File: config.mk
export PLATFORM = sky130hd
export DESIGN_NAME = queue_pop_scheduler
export DESIGN_NICKNAME = d
export VERILOG_FILES = /design/src/rtl/queue_sched_pkg.sv /design/src/rtl/queue_occ_counter.sv /design/src/rtl/queue_pop_scheduler.sv
export SDC_FILE = /design/constraint.sdc
export NUM_CORES = 1
export LEC_CHECK = 0
export ABC_AREA = 0
export CORE_ASPECT_RATIO = 0.7
export CORE_UTILIZATION = 55
export CTS_CLUSTER_DIAMETER = 50
export DETAILED_ROUTE_END_ITERATION = 6
export PLACE_DENSITY = 0.81
export SYNTH_ARGS = -nofsm -noshare
export SYNTH_HDL_FRONTEND = slang
export SYNTH_SLANG_ARGS = --single-unit
File: constraint.sdc
create_clock -name clk -period 4.5 [get_ports clk]
set_input_delay 0.9 -clock clk [delete_from_list [all_inputs] [get_ports clk]]
set_output_delay 0.9 -clock clk [all_outputs]
set_load 0.01 [all_outputs]
File: src/rtl/queue_sched_pkg.sv
// Shared types and helpers for the queue pop scheduler.
// Scheduler state, scan result type and the round-robin nonempty scan.
package queue_sched_pkg;

  localparam int unsigned DefNumReqs = 4;
  localparam int unsigned DefDepth   = 8;
  localparam int unsigned DefQwid    = 3;

  // Upper bound on requesters supported by the scan helper.
  localparam int unsigned MaxReqs = 32;
  localparam int unsigned IdxMaxW = 5;

  typedef enum logic [0:0] {
    IDLE,
    SERVE
  } sched_state_e;

  typedef struct packed {
    logic               found;
    logic [IdxMaxW-1:0] idx;
  } scan_t;

  // First set bit of nonempty_vec scanning start, start+1, ... modulo n.
  // start may equal n, which aliases to index 0.
  function automatic scan_t next_nonempty(input int unsigned        start,
                                          input logic [MaxReqs-1:0] nonempty_vec,
                                          input int unsigned        n);
    scan_t       res;
    int unsigned j;
    res = '0;
    for (int unsigned k = 0; k < MaxReqs; k++) begin
      j = start + k;
      if (j >= n) j = j - n;
      if (k < n && !res.found && nonempty_vec[j[IdxMaxW-1:0]]) begin
        res.found = 1'b1;
        res.idx   = j[IdxMaxW-1:0];
      end
    end
    return res;
  endfunction

endpackage

File: src/rtl/queue_occ_counter.sv
// Occupancy counter for one packet FIFO, driven by its push/pop strobes.
// Exposes the registered count, the next-state count and a full flag.
module queue_occ_counter #(
  parameter int unsigned DEPTH  = 8,
  parameter int unsigned CNTWID = $clog2(DEPTH + 1)
) (
  input  logic              clk,
  input  logic              rst,
  input  logic              push,
  input  logic              pop,
  output logic [CNTWID-1:0] cnt,
  output logic [CNTWID-1:0] next_cnt,
  output logic              full
);

  localparam logic [CNTWID-1:0] MaxCnt = CNTWID'(DEPTH);

  logic [CNTWID-1:0] cnt_q;

  // A push while full is dropped; push and pop together cancel.
  always_comb begin
    next_cnt = cnt_q;
    if (push && !pop && cnt_q != MaxCnt) begin
      next_cnt = cnt_q + CNTWID'(1);
    end else if (pop && !push && cnt_q != '0) begin
      next_cnt = cnt_q - CNTWID'(1);
    end
  end

  always_ff @(posedge clk) begin
    if (rst) begin
      cnt_q <= '0;
    end else begin
      cnt_q <= next_cnt;
    end
  end

  assign cnt  = cnt_q;
  assign full = (cnt_q == MaxCnt);

endmodule

File: src/rtl/queue_pop_scheduler.sv
// Round-robin pop scheduler for NUM_REQS packet FIFOs sharing one output port.
// Define WRR_WEIGHT_EN for per-queue quantum credits; otherwise one pop per visit.
module queue_pop_scheduler
  import queue_sched_pkg::*;
#(
  parameter int unsigned NUM_REQS = DefNumReqs,
  parameter int unsigned DEPTH    = DefDepth,
  parameter int unsigned CNTWID   = $clog2(DEPTH + 1),
  parameter int unsigned QWID     = DefQwid
) (
  input  logic                         clk,
  input  logic                         rst,
  input  logic [NUM_REQS-1:0]          push,
  input  logic                         blk,
  input  logic [NUM_REQS*QWID-1:0]     quantums,
  output logic [NUM_REQS-1:0]          pop,
  output logic [$clog2(NUM_REQS)-1:0]  gnt_idx,
  output logic                         gnt_vld,
  output logic [NUM_REQS-1:0]          full,
  output logic [NUM_REQS*CNTWID-1:0]   cnt
);

  localparam int unsigned IdxW = $clog2(NUM_REQS);

  sched_state_e    state_q, state_d;
  logic [IdxW-1:0] ptr_q, ptr_d;
  logic [QWID-1:0] credit_q, credit_d;

  logic [NUM_REQS-1:0][CNTWID-1:0] cur_cnt;
  logic [NUM_REQS-1:0][CNTWID-1:0] nxt_cnt;
  logic [NUM_REQS-1:0][QWID-1:0]   load_q;
  logic [NUM_REQS-1:0]             nonempty_cur;
  logic [NUM_REQS-1:0]             nonempty_nxt;

  scan_t           scan_cur, scan_nxt;
  logic [IdxW-1:0] idx_cur, idx_nxt;
  logic            unused_scan_bits;

  for (genvar i = 0; i < NUM_REQS; i++) begin : g_queue
    queue_occ_counter #(
      .DEPTH  (DEPTH),
      .CNTWID (CNTWID)
    ) u_occ (
      .clk      (clk),
      .rst      (rst),
      .push     (push[i]),
      .pop      (pop[i]),
      .cnt      (cur_cnt[i]),
      .next_cnt (nxt_cnt[i]),
      .full     (full[i])
    );

    assign nonempty_cur[i] = (cur_cnt[i] != '0);
    assign nonempty_nxt[i] = (nxt_cnt[i] != '0);

`ifdef WRR_WEIGHT_EN
    // A zero quantum still grants one pop so the queue cannot starve.
    assign load_q[i] = (quantums[i*QWID +: QWID] == '0) ? QWID'(1) : quantums[i*QWID +: QWID];
`else
    assign load_q[i] = QWID'(1);
`endif
  end

`ifndef WRR_WEIGHT_EN
  logic unused_quantums;
  assign unused_quantums = ^quantums;
`endif

  assign cnt = cur_cnt;

  // Idle entry scans from ptr itself on registered counts; visit end scans from
  // ptr+1 on next-state counts so a change of queue costs no bubble cycle.
  assign scan_cur = next_nonempty(32'(ptr_q), MaxReqs'(nonempty_cur), NUM_REQS);
  assign scan_nxt = next_nonempty(32'(ptr_q) + 32'd1, MaxReqs'(nonempty_nxt), NUM_REQS);
  assign idx_cur  = scan_cur.idx[IdxW-1:0];
  assign idx_nxt  = scan_nxt.idx[IdxW-1:0];
  assign unused_scan_bits = ^{scan_cur.idx, scan_nxt.idx};

  // Reset gates the strobe so no FIFO pops in the reset cycle.
  always_comb begin
    pop = '0;
    if (!rst && !blk && state_q == SERVE && cur_cnt[ptr_q] != '0 && credit_q != '0) begin
      pop[ptr_q] = 1'b1;
    end
  end

  assign gnt_vld = |pop;
  assign gnt_idx = ptr_q;

  always_comb begin
    state_d  = state_q;
    ptr_d    = ptr_q;
    credit_d = credit_q;
    unique case (state_q)
      IDLE: begin
        if (scan_cur.found) begin
          state_d  = SERVE;
          ptr_d    = idx_cur;
          credit_d = load_q[idx_cur];
        end
      end
      SERVE: begin
        if (gnt_vld) begin
          credit_d = credit_q - QWID'(1);
          if (credit_q == QWID'(1) || nxt_cnt[ptr_q] == '0) begin
            if (scan_nxt.found) begin
              ptr_d    = idx_nxt;
              credit_d = load_q[idx_nxt];
            end else begin
              state_d = IDLE;
            end
          end
        end
      end
      default: state_d = IDLE;
    endcase
  end

  always_ff @(posedge clk) begin
    if (rst) begin
      state_q  <= IDLE;
      ptr_q    <= '0;
      credit_q <= '0;
    end else begin
      state_q  <= state_d;
      ptr_q    <= ptr_d;
      credit_q <= credit_d;
    end
  end

endmodule
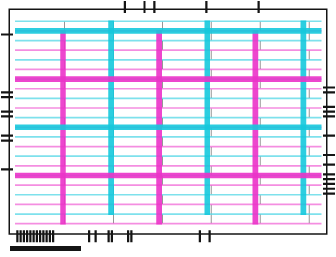
*Supply network, run 1*
The bar under the picture is 20 um long. Pins as bars on the die edge. Tap cells in grey.
VDD -> cyan
VSS -> magenta
met5 straps = 4
tap cells = 69
core area: 4940 um^2
Max VDD drop: 0.2172 mV

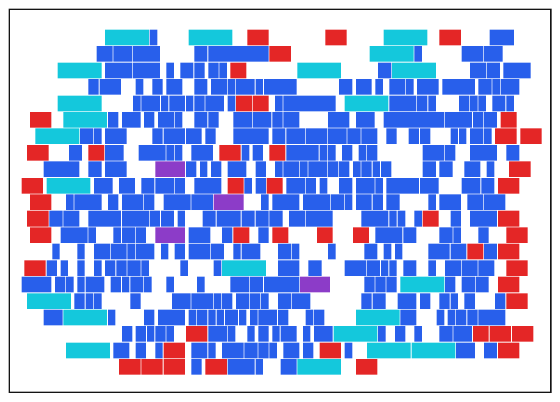
*Cells coloured by class, run 1*
registers -> cyan  # cells 22
remaining logic cells -> blue  # cells 348
clock drivers and dummy loads -> purple  # cells 4
remaining buffers and delay cells -> red  # cells 48
Finished Core Util: 67.76%
Final Cell Area: 3347 um^2
Cell Rows: 21
register fraction of the total cell area: 13.16%

==> metrics.cfg, run 1 <==
[power]
pwr-share-comb_pct=67.7
switching_share_pct=49.65
intPower_uw=664.4
seqPwrFrac_pct=20.7
total_power_mw=1.319
p_per_area_nw_per_um2=394.2
p_sw_uw=655.0
power.leakage_nw=1.309

[clock_tree]
numCtsBuffers=3
cts_max_level=1
clock_tree.root_cell=clkbuf_8
clock_sinks=22
post_cts_buffers=0
cts_buffer_depth=2
cts_tree=built
path_clk_slew_ns=0.09
cts_resized=0
cts_hold_buf=0

[drt]
met3_length_um=571
m1WireLength_um=3659
top_layer=met4
firstDrtPassIters=5
drt_iter0_markers=245
vias_per_cell=6.291
antenna_left=0
wl_met2_um=3386
drc=0

[final_timing]
max_slew_margin_pct=59.70
finalHoldViolations=0
setup_tns_ns=0
slew_violations=0
max_freq_mhz=232.4
tightestPinTransition_ns=0.6032
rsz0062_at_grt=no
finalCriticalPeriod_ns=4.303
hold_slack_ns=0.5483
setup_viol_count_final=0
finalCritPeriodShare_pct=95.62

[synth]
ys_warn_count=0
synthCells=397
most_common_cell=nor2_1
syn_area_per_cell_um2=7.369
synth_flops=22
synth-cells-yosys=397
synth-main-ff-cell=dfxtp_1
ys_chip_area_um2=2925
synthTopCellsByArea=dfxtp_1 15%, ha_1 7.7%, nor2_1 5.8%
common_cells=45 x nor2_1, 30 x nand2_1, 29 x a21oi_1
synth_top_area_share_pct=15.06
edf_count=0
synth_seq_share_pct=15.06
ys_types=83
syn-num-nets=434
async_flop_share_pct=0
synth_area_um2=2925
synth.largest_area_cell=dfxtp_1

[hold_path]
hold_depth=2
hp-class=flop to flop

[setup_path]
slowest_delay_ns=0.55
path_cells=clkdlybuf4s50_1 > a2111oi_4 > nand4_1 > buf_4 > nor2_2 > buf_4 > nor4_1 > inv_1 > clkdlybuf4s50_1
worstPathMaxFanout=7
worstPathRequired_ns=3.60
critPathKind=primary input to output pin
cp_slowest_cell=clkdlybuf4s50_1
crit_cells=9
startpoint_type=primary input
reg2reg_depth=11
crit_path_end_kind=output pin
cp_num_buf_inv=5
cp_top_family=buffers and inverters
worstPathArrival_ns=3.40

[layout]
regArea_um2=440.4
drive_above_1_share_pct=11.61
area_growth_pct=14.41
antennaDiodeCount=0
final.fill_count=438
logic_area_um2=2225
fin_nets=460

[die]
chip_area_um2=5619
die_w_um=89.17
fp.dieH_um=63.02
initCoreUtil_pct=59.22
io_pins=46

[grt]
gr-total-overflow=0
antenna_found_initial=0
grt_pass1_wl_um=13010
first_global_vias=2791
grt_max_degree=24

[place]
place_area_um2=3292
dp_hpwl_um=5791
routabilityCongestion=0.8999
io_buffers=33

[flow_run]
maxCapViolations=0
warning_count=50

[run_status]
outcome=finished, final reports clean

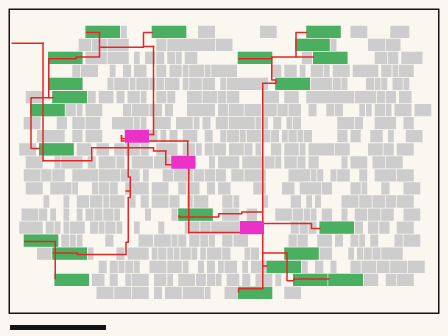
*Routed clock nets over the placement, run 1*
The bar under the picture is 20 um long.
clock-net drivers -> magenta  # count 3
flip-flops -> green  # count 22
clock wires -> red  # length 391 um
routed clock nets = 4
Clock Power Share: 11.6%
clk latency late pin: 0.28 ns
Max Clock Skew: 0.004319 ns
Clock net power: 153 uW

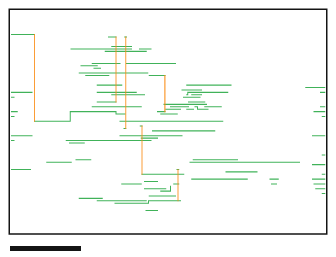
*Wiring by layer, run 1*
The bar under the picture is 20 um long. Only two layers are drawn.
M4 -> orange  # wire length 101 um
M3 -> green  # wire length 572 um
Routed wire per std cell: 15.72 um
Total Routing Usage GR: 28.84%
routed vias: 3,089
drt total wl: 7719 um

-- run 1: cells in the final DEF (no fill, tap or decap), drive strengths merged, types with 3 or more instances in the layout --
cell / Yosys / layout
a211oi: 8 / 8
a21oi: 30 / 30
a31o: 3 / 3
and2: 5 / 5
and3: 4 / 4
buf: 16 / 15
clkbuf: 11 / 4
clkdlybuf4s50: 0 / 33
dfxtp: 22 / 22
ha: 18 / 18
inv: 26 / 26
mux2i: 13 / 13
nand2: 30 / 30
nand2b: 10 / 10
nand3: 12 / 12
nand3b: 4 / 4
nand4: 12 / 12
nor2: 47 / 47
nor2b: 5 / 5
nor3: 13 / 13
nor4: 4 / 4
o211ai: 4 / 4
o21a: 5 / 5
o21ai: 22 / 22
o221ai: 7 / 7
o22a: 3 / 3
o22ai: 3 / 3
o311ai: 3 / 3
o31ai: 3 / 3
o41ai: 3 / 3
or3: 7 / 7
xnor2: 3 / 3
-- run 1: area by class of cell --
type	count	area share (%)
Clock buffer	4	1.645
Inverter	26	2.916
Multi-Input combinational cell	322	66.47
Sequential cell	22	13.16
Tap cell	69	2.579
Timing Repair Buffer	48	13.23
-- run 1: per-layer routing --
| layer | GRT usage, % | vias up |
|---|---|---|
| met5 | 0 | - |
| met4 | 6.746 | 0 |
| met3 | 3.963 | 12 |
| met2 | 45.23 | 142 |
| met1 | 41.38 | 1425 |
| li1 | - | 1510 |
-- run 1: logic make-up (layout without fill, tap and decap cells) --
logic type / count (synthesis) / in the layout / share of synthesized area [%]
multiplexers: 14 / 14 / 4.962
buffers and inverters: 53 / 78 / 8.896
AND/OR/NAND/NOR: 164 / 164 / 29.55
AND-OR/OR-AND: 122 / 122 / 32.38
adder cells (fa/ha/maj): 18 / 18 / 7.699
XOR/XNOR: 4 / 4 / 1.455
flip-flops: 22 / 22 / 15.06
-- run 1: worst min-delay path, delay by kind of cell, from the launching register on --
| family | cells | cell delay (ns) |
|---|---|---|
| DFF | 1 | 0.30 |
| buffers and inverters | 1 | 0.10 |
| AOI/OAI and AO/OA | 1 | 0.10 |
-- run 1: stage by stage --
stage,cells,worst slack (ns)
6_report,491,0.1973
5_1_grt,491,0.06307
4_1_cts,491,0.2299
3_5_place_dp,487,0.1603
3_3_place_gp,487,0.2085
2_1_floorplan,397,1.067
-- run 1: power by group through the flow --
stage                     sequential, mW  clock (mW)  combinational, mW
after CTS                          0.271       0.155              0.870
final                              0.273       0.153              0.893
after detailed placement           0.275           0              0.863
after floorplan                    0.256           0              0.668
after global placement             0.274           0              0.846
after global routing               0.278       0.164              0.976
-- run 1: flip-flops by register name, summed over array words and instances, names as in the netlist --
| register | cells |
|---|---|
| credit_q | 3 |
| state_q | 1 |
| g_queue.u_occ.cnt | 16 |
| gnt_idx | 2 |
-- run 1: final timing paths --
path | start | to | slack (ns)
worst max register to register | gnt_idx[1]$_SDFFE_PP0P_ | credit_q[0]$_SDFFE_PP0P_ | 0.67
worst min register to register | credit_q[1]$_SDFFE_PP0P_ | credit_q[1]$_SDFFE_PP0P_ | 0.55
worst max-delay path | blk | gnt_vld | 0.20
worst min-delay path | credit_q[1]$_SDFFE_PP0P_ | credit_q[1]$_SDFFE_PP0P_ | 0.55
==> run 2, diff against run 1 <==
--- a/config.mk
+++ b/config.mk
@@ -11,6 +11,7 @@
 export CTS_CLUSTER_DIAMETER = 50
 export DETAILED_ROUTE_END_ITERATION = 6
 export PLACE_DENSITY = 0.81
+export SLEW_MARGIN = 0
 export SYNTH_ARGS = -nofsm -noshare
 export SYNTH_HDL_FRONTEND = slang
 export SYNTH_SLANG_ARGS = --single-unit
==> constraint.sdc (replaced) <==
create_clock -name clk -period 4.5 [get_ports clk]
set_input_delay 0.9 -clock clk [delete_from_list [all_inputs] [get_ports clk]]
set_output_delay 0.9 -clock clk [all_outputs]
set_load 0.05 [all_outputs]
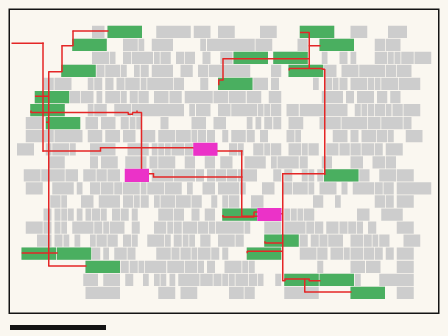
*Routed clock nets over the placement, run 2*
The bar under the picture is 20 um long.
clock-net drivers -> magenta  # count 3
clock wires -> red  # length 371 um
flip-flops -> green  # count 22
routed clock nets = 4
Clock Power Share: 13.8%
Max Clock Skew: 0.005560 ns
Clock net power: 193 uW

==> metrics.cfg, run 2 <==
[synth]
synth-main-ff-cell=dfxtp_1
syn_area_per_cell_um2=7.369
syn-num-nets=434
ys_chip_area_um2=2925
synthTopCellsByArea=dfxtp_1 15%, ha_1 7.7%, nor2_1 5.8%
async_flop_share_pct=0
edf_count=0
yosys.area_share.aoi_pct=32.38
mux_area_share_pct=4.962
synthCells=397
synthTopLogicFamily=AND-OR/OR-AND gates
synth-adder-area-share_pct=7.699
common_cells=45 x nor2_1, 30 x nand2_1, 29 x a21oi_1
synth_seq_share_pct=15.06
synth_area_um2=2925
synth-cells-yosys=397
yosys.area_share.simple_pct=29.56
synth_top_area_share_pct=15.06
xor_share_pct=1.454
ys_types=83
synth.largest_area_cell=dfxtp_1

[grt]
antenna_found_initial=0
track_usage_pct=29.42
gr-total-overflow=0

[clock_tree]
cts_buffer_depth=2
cts_hold_buf=0
path_clk_slew_ns=0.09
cts_max_level=1
cts_resized=0
clk_latency_ns=0.28
post_cts_buffers=0
clock_sinks=22
numCtsBuffers=3
clock_tree.root_cell=clkbuf_8

[hold_path]
hold_depth=2
hp-class=flop to flop

[layout]
final_cell_mix=45 x nor2_1, 30 x nand2_1, 29 x a21oi_1
largest_reg_flops=16
antennaDiodeCount=0
area_growth_pct=15.91
layout_top_cell=nor2_1
drive_above_1_share_pct=12.17
fin_nets=457

[final_timing]
tightestPinTransition_ns=0.6048
max_slew_margin_pct=59.59
finalCriticalPeriod_ns=4.167
setup_tns_ns=0
rsz0062_at_grt=no
setup_viol_count_final=0
slew_violations=0
max_freq_mhz=240.0

[run_status]
outcome=finished, final reports clean

[drt]
drc=0
drt_iter0_markers=270
finalWirelength_um=7800
vias_per_cell=6.463
top_layer=met4
vias=3154
met3_length_um=579

[power]
p_per_area_nw_per_um2=412.6
power.leakage_nw=1.325
max-vdd-ir-drop_mv=0.3067

[setup_path]
crit_path_end_kind=flop
cp_top_family=AND-OR/OR-AND gates
r2r_setup_slack_ns=0.61
crit_cells=12
worstPathMaxFanout=10
critPathKind=primary input to flop
reg2reg_depth=12
worstPathArrival_ns=4.36
startpoint_type=primary input
path_cells=clkdlybuf4s50_1 > a2111oi_4 > and4_4 > buf_4 > a21oi_2 > o21ba_1 > o41ai_4 > o31ai_1 > a32oi_1 > mux2i_1 > o211ai_1 > a311oi_2

[die]
rows=21
chip_area_um2=5619
core_um2=4940
io_pins=46
die_w_um=89.17
initCoreUtil_pct=59.22
fp.dieH_um=63.02

[place]
dp_hpwl_um=6009
routabilityCongestion=0.9237
io_buffers=33
place_area_um2=3319

[flow_run]
maxCapViolations=0

-- run 2: cell counts after synthesis --
No cell type changed its count.
-- run 2: layer usage --
layer  vias up  global-route usage, %
met3        11                  4.624
li1       1516                      -
met4         0                  6.349
met5         -                      0
met1      1485                  41.95
met2       142                  46.28
-- run 2: per-stage QoR --
| step | total power, mW | utilization, % | std cells | hold slack [ns] | setup slack, ns |
|---|---|---|---|---|---|
| 3_3_place_gp | 1.153 | 67.20 | 484 | 0.5223 | 0.1680 |
| 4_1_cts | 1.383 | 68.64 | 488 | 0.5504 | 0.3449 |
| 3_5_place_dp | 1.186 | 67.20 | 484 | 0.5379 | 0.06894 |
| 5_1_grt | 1.497 | 68.64 | 488 | 0.5993 | 0.1637 |
| 2_1_floorplan | 0.9769 | - | 397 | 0.5097 | 0.9871 |
| 6_report | 1.399 | 68.64 | 488 | 0.5499 | 0.3334 |
-- run 2: logic make-up (layout without fill, tap and decap cells) --
| group | Yosys count | count (layout) |
|---|---|---|
| and+or+nand+nor | 164 | 164 |
| buffers and inverters | 53 | 75 |
| AOI/OAI and AO/OA | 122 | 122 |
| adders and majority gates | 18 | 18 |
| xor gates and xnor gates | 4 | 4 |
| DFF | 22 | 22 |
| muxes | 14 | 14 |
-- run 2: report_power, final --
| part | total (mW) | switching, mW | internal [mW] |
|---|---|---|---|
| clock | 0.193 | 0.0738 | 0.119 |
| combinational | 0.936 | 0.586 | 0.350 |
| sequential | 0.270 | 0.0541 | 0.216 |
| total | 1.40 | 0.714 | 0.685 |
-- run 2: worst paths after layout --
kind / startpoint / end
worst max-delay path: blk / gnt_idx[1]$_SDFFE_PP0P_
worst max register to register: gnt_idx[1]$_SDFFE_PP0P_ / gnt_idx[1]$_SDFFE_PP0P_
worst min-delay path: credit_q[1]$_SDFFE_PP0P_ / credit_q[1]$_SDFFE_PP0P_
worst min register to register: credit_q[1]$_SDFFE_PP0P_ / credit_q[1]$_SDFFE_PP0P_
-- run 2: final cells by class --
| type | instances | area, um^2 |
|---|---|---|
| clock inverter | 1 | 30.03 |
| fill | 413 | 1549 |
| sequential | 22 | 440.4 |
| clock buffer | 3 | 41.29 |
| timing repair buffer | 45 | 470.5 |
| inverter | 26 | 97.59 |
| multi-input combinational | 322 | 2225 |
| tap | 69 | 86.33 |
-- run 2: worst register-to-register path, delay by kind of cell (launching register included) --
kind                   cells  cell delay [ns]
muxes                      1             0.29
and+or+nand+nor            2             0.53
buffers and inverters      2             0.47
DFF                        1             0.71
AOI/OAI and AO/OA          7             1.81
==> run 3, diff against run 2 <==
--- a/config.mk
+++ b/config.mk
@@ -10,6 +10,7 @@
 export CORE_UTILIZATION = 55
 export CTS_CLUSTER_DIAMETER = 50
 export DETAILED_ROUTE_END_ITERATION = 6
+export GPL_ROUTABILITY_DRIVEN = 0
 export PLACE_DENSITY = 0.81
 export SLEW_MARGIN = 0
 export SYNTH_ARGS = -nofsm -noshare
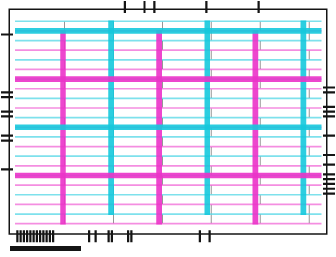
*Supply network, run 3*
The bar under the picture is 20 um long. Pins as bars on the die edge. Tap cells in grey.
VDD -> cyan
VSS -> magenta
met5 straps = 4
met1 rails = 22
met4 straps = 6
tap cells = 69
signal pins = 46
Max VDD drop: 0.2679 mV
die span in y: 63.02 um
Die Span X: 89.17 um

==> metrics.cfg, run 3 <==
[run_status]
outcome=finished, final reports clean

[drt]
vias=3050
antenna_left=0
drc=0
wire_per_inst_um=15.36
drt_iter0_markers=317
finalWirelength_um=7498
firstDrtPassIters=4
vias_per_cell=6.250

[die]
chip_area_um2=5619
io_pins=46
initCoreUtil_pct=59.22
core_um2=4940
rows=21

[synth]
edf_count=0
syn-num-nets=434
synth.largest_area_cell=dfxtp_1
ys_chip_area_um2=2925
synthCells=397
synth_area_um2=2925
ys_warn_count=0
synth-main-ff-cell=dfxtp_1
synth-cells-yosys=397
most_common_cell=nor2_1
synth_top_area_share_pct=15.06
synthTopCellsByArea=dfxtp_1 15%, ha_1 7.7%, nor2_1 5.8%
common_cells=45 x nor2_1, 30 x nand2_1, 29 x a21oi_1
syn_area_per_cell_um2=7.369
async_flop_share_pct=0
synth_seq_share_pct=15.06
synth_flops=22
ys_types=83

[layout]
layout_top_cell=nor2_1
area_growth_pct=15.36
drive_above_1_share_pct=12.17
final_cell_area_um2=3374
final_cell_mix=45 x nor2_1, 30 x nand2_1, 29 x a21oi_1
antennaDiodeCount=0
fin_nets=457
largest_reg_flops=16

[grt]
grt_pass1_wl_um=13120
track_usage_pct=29.04
antenna_found_initial=0
first_global_vias=2798
gr-total-overflow=0
grt_max_degree=24

[hold_path]
holdPathEnd=credit_q[1]$_SDFFE_PP0P_
hp-class=flop to flop
hp-start=credit_q[1]$_SDFFE_PP0P_
hold_depth=2

[clock_tree]
cts_buffer_depth=2
cts_resized=0
clk_latency_ns=0.27
numCtsBuffers=3
clock_tree.root_cell=clkbuf_8
clock_sinks=22
cts_hold_buf=0
cts_tree=built
post_cts_buffers=0
cts_max_level=1
path_clk_slew_ns=0.08

[setup_path]
startpoint_type=primary input
path_cells=clkdlybuf4s50_1 > a2111oi_4 > and4_4 > nand3_2 > a211oi_2 > o221ai_2 > o311ai_0 > o211a_1 > nor4b_4 > o21ai_1 > o21ba_1
reg2reg_from=gnt_idx[1]$_SDFFE_PP0P_
cp_num_buf_inv=1
cp_slowest_cell=o311ai_0
reg2reg_depth=11
rr_endpoint=credit_q[0]$_SDFFE_PP0P_
worstPathMaxFanout=12
worstPathArrival_ns=4.43
cp_top_family=AND-OR/OR-AND gates
slowest_delay_ns=0.70
crit_path_end_kind=flop
critPathKind=primary input to flop
worstPathRequired_ns=4.67
r2r_setup_slack_ns=0.60

[final_timing]
tightestPinTransition_ns=0.8038
max_freq_mhz=234.6
finalHoldViolations=0
hold_slack_ns=0.5436
skew_ns=0.004025
slew_violations=0
max_slew_margin_pct=45.73
setup_tns_ns=0
finalCriticalPeriod_ns=4.263
rsz0062_at_grt=no
finalCritPeriodShare_pct=94.74
setup_viol_count_final=0

[power]
p_per_area_nw_per_um2=396.6
power.leakage_nw=1.318
total_power_mw=1.338

[place]
place_area_um2=3319
io_buffers=33
dp_hpwl_um=5699

[flow_run]
warning_count=50
maxCapViolations=0

run 3: cell type report:
cell class	instances	area [um^2]
Clock buffer	4	55.05
Tap cell	69	86.33
Timing Repair Buffer	45	470.5
Fill cell	440	1565
Inverter	26	97.59
Sequential cell	22	440.4
Multi-Input combinational cell	322	2225
run 3: worst max-delay path by stage:
stage	start	end	slack, ns	depth (start not counted)
2_1_floorplan	gnt_idx[0]$_SDFFE_PP0P_	gnt_vld	0.99	8
3_3_place_gp	blk	gnt_idx[1]$_SDFFE_PP0P_	0.14	11
3_5_place_dp	blk	credit_q[0]$_SDFFE_PP0P_	0.08	11
4_1_cts	blk	gnt_idx[1]$_SDFFE_PP0P_	0.31	11
5_1_grt	blk	credit_q[0]$_SDFFE_PP0P_	0.002	11
6_report	blk	credit_q[0]$_SDFFE_PP0P_	0.24	11
run 3: logic make-up after synthesis:
logic type | synth area share [%]
flops | 15.06
mux | 4.962
compound gates | 32.38
simple gates | 29.55
buf+inv | 8.896
xor+xnor | 1.455
fa+ha+maj | 7.699
run 3: power by group:
part           switching [mW]  internal [mW]
Clock                  0.0685         0.0782
Combinational           0.574          0.351
Sequential             0.0510          0.216
run 3: tightest hold or removal path: stages, from the launching register on:
cell,delay (ns)
dfxtp_1,0.30
inv_1,0.10
o32ai_1,0.10
run 3: metal layers:
metal	track usage [%]	routed length [um]
met3	4.359	514
met1	42.54	3657
met2	44.56	3234
met4	6.151	91
met5	0	0
run 3: through the flow:
step | std cells | util (%) | worst slack [ns]
after floorplan | 397 | - | 0.9871
after global placement | 484 | 67.20 | 0.1411
after detailed placement | 484 | 67.20 | 0.08339
after CTS | 488 | 68.31 | 0.3078
after global routing | 488 | 68.31 | 0.001608
final | 488 | 68.31 | 0.2365
No activity file was given, so power comes from the tool's default toggle rates.
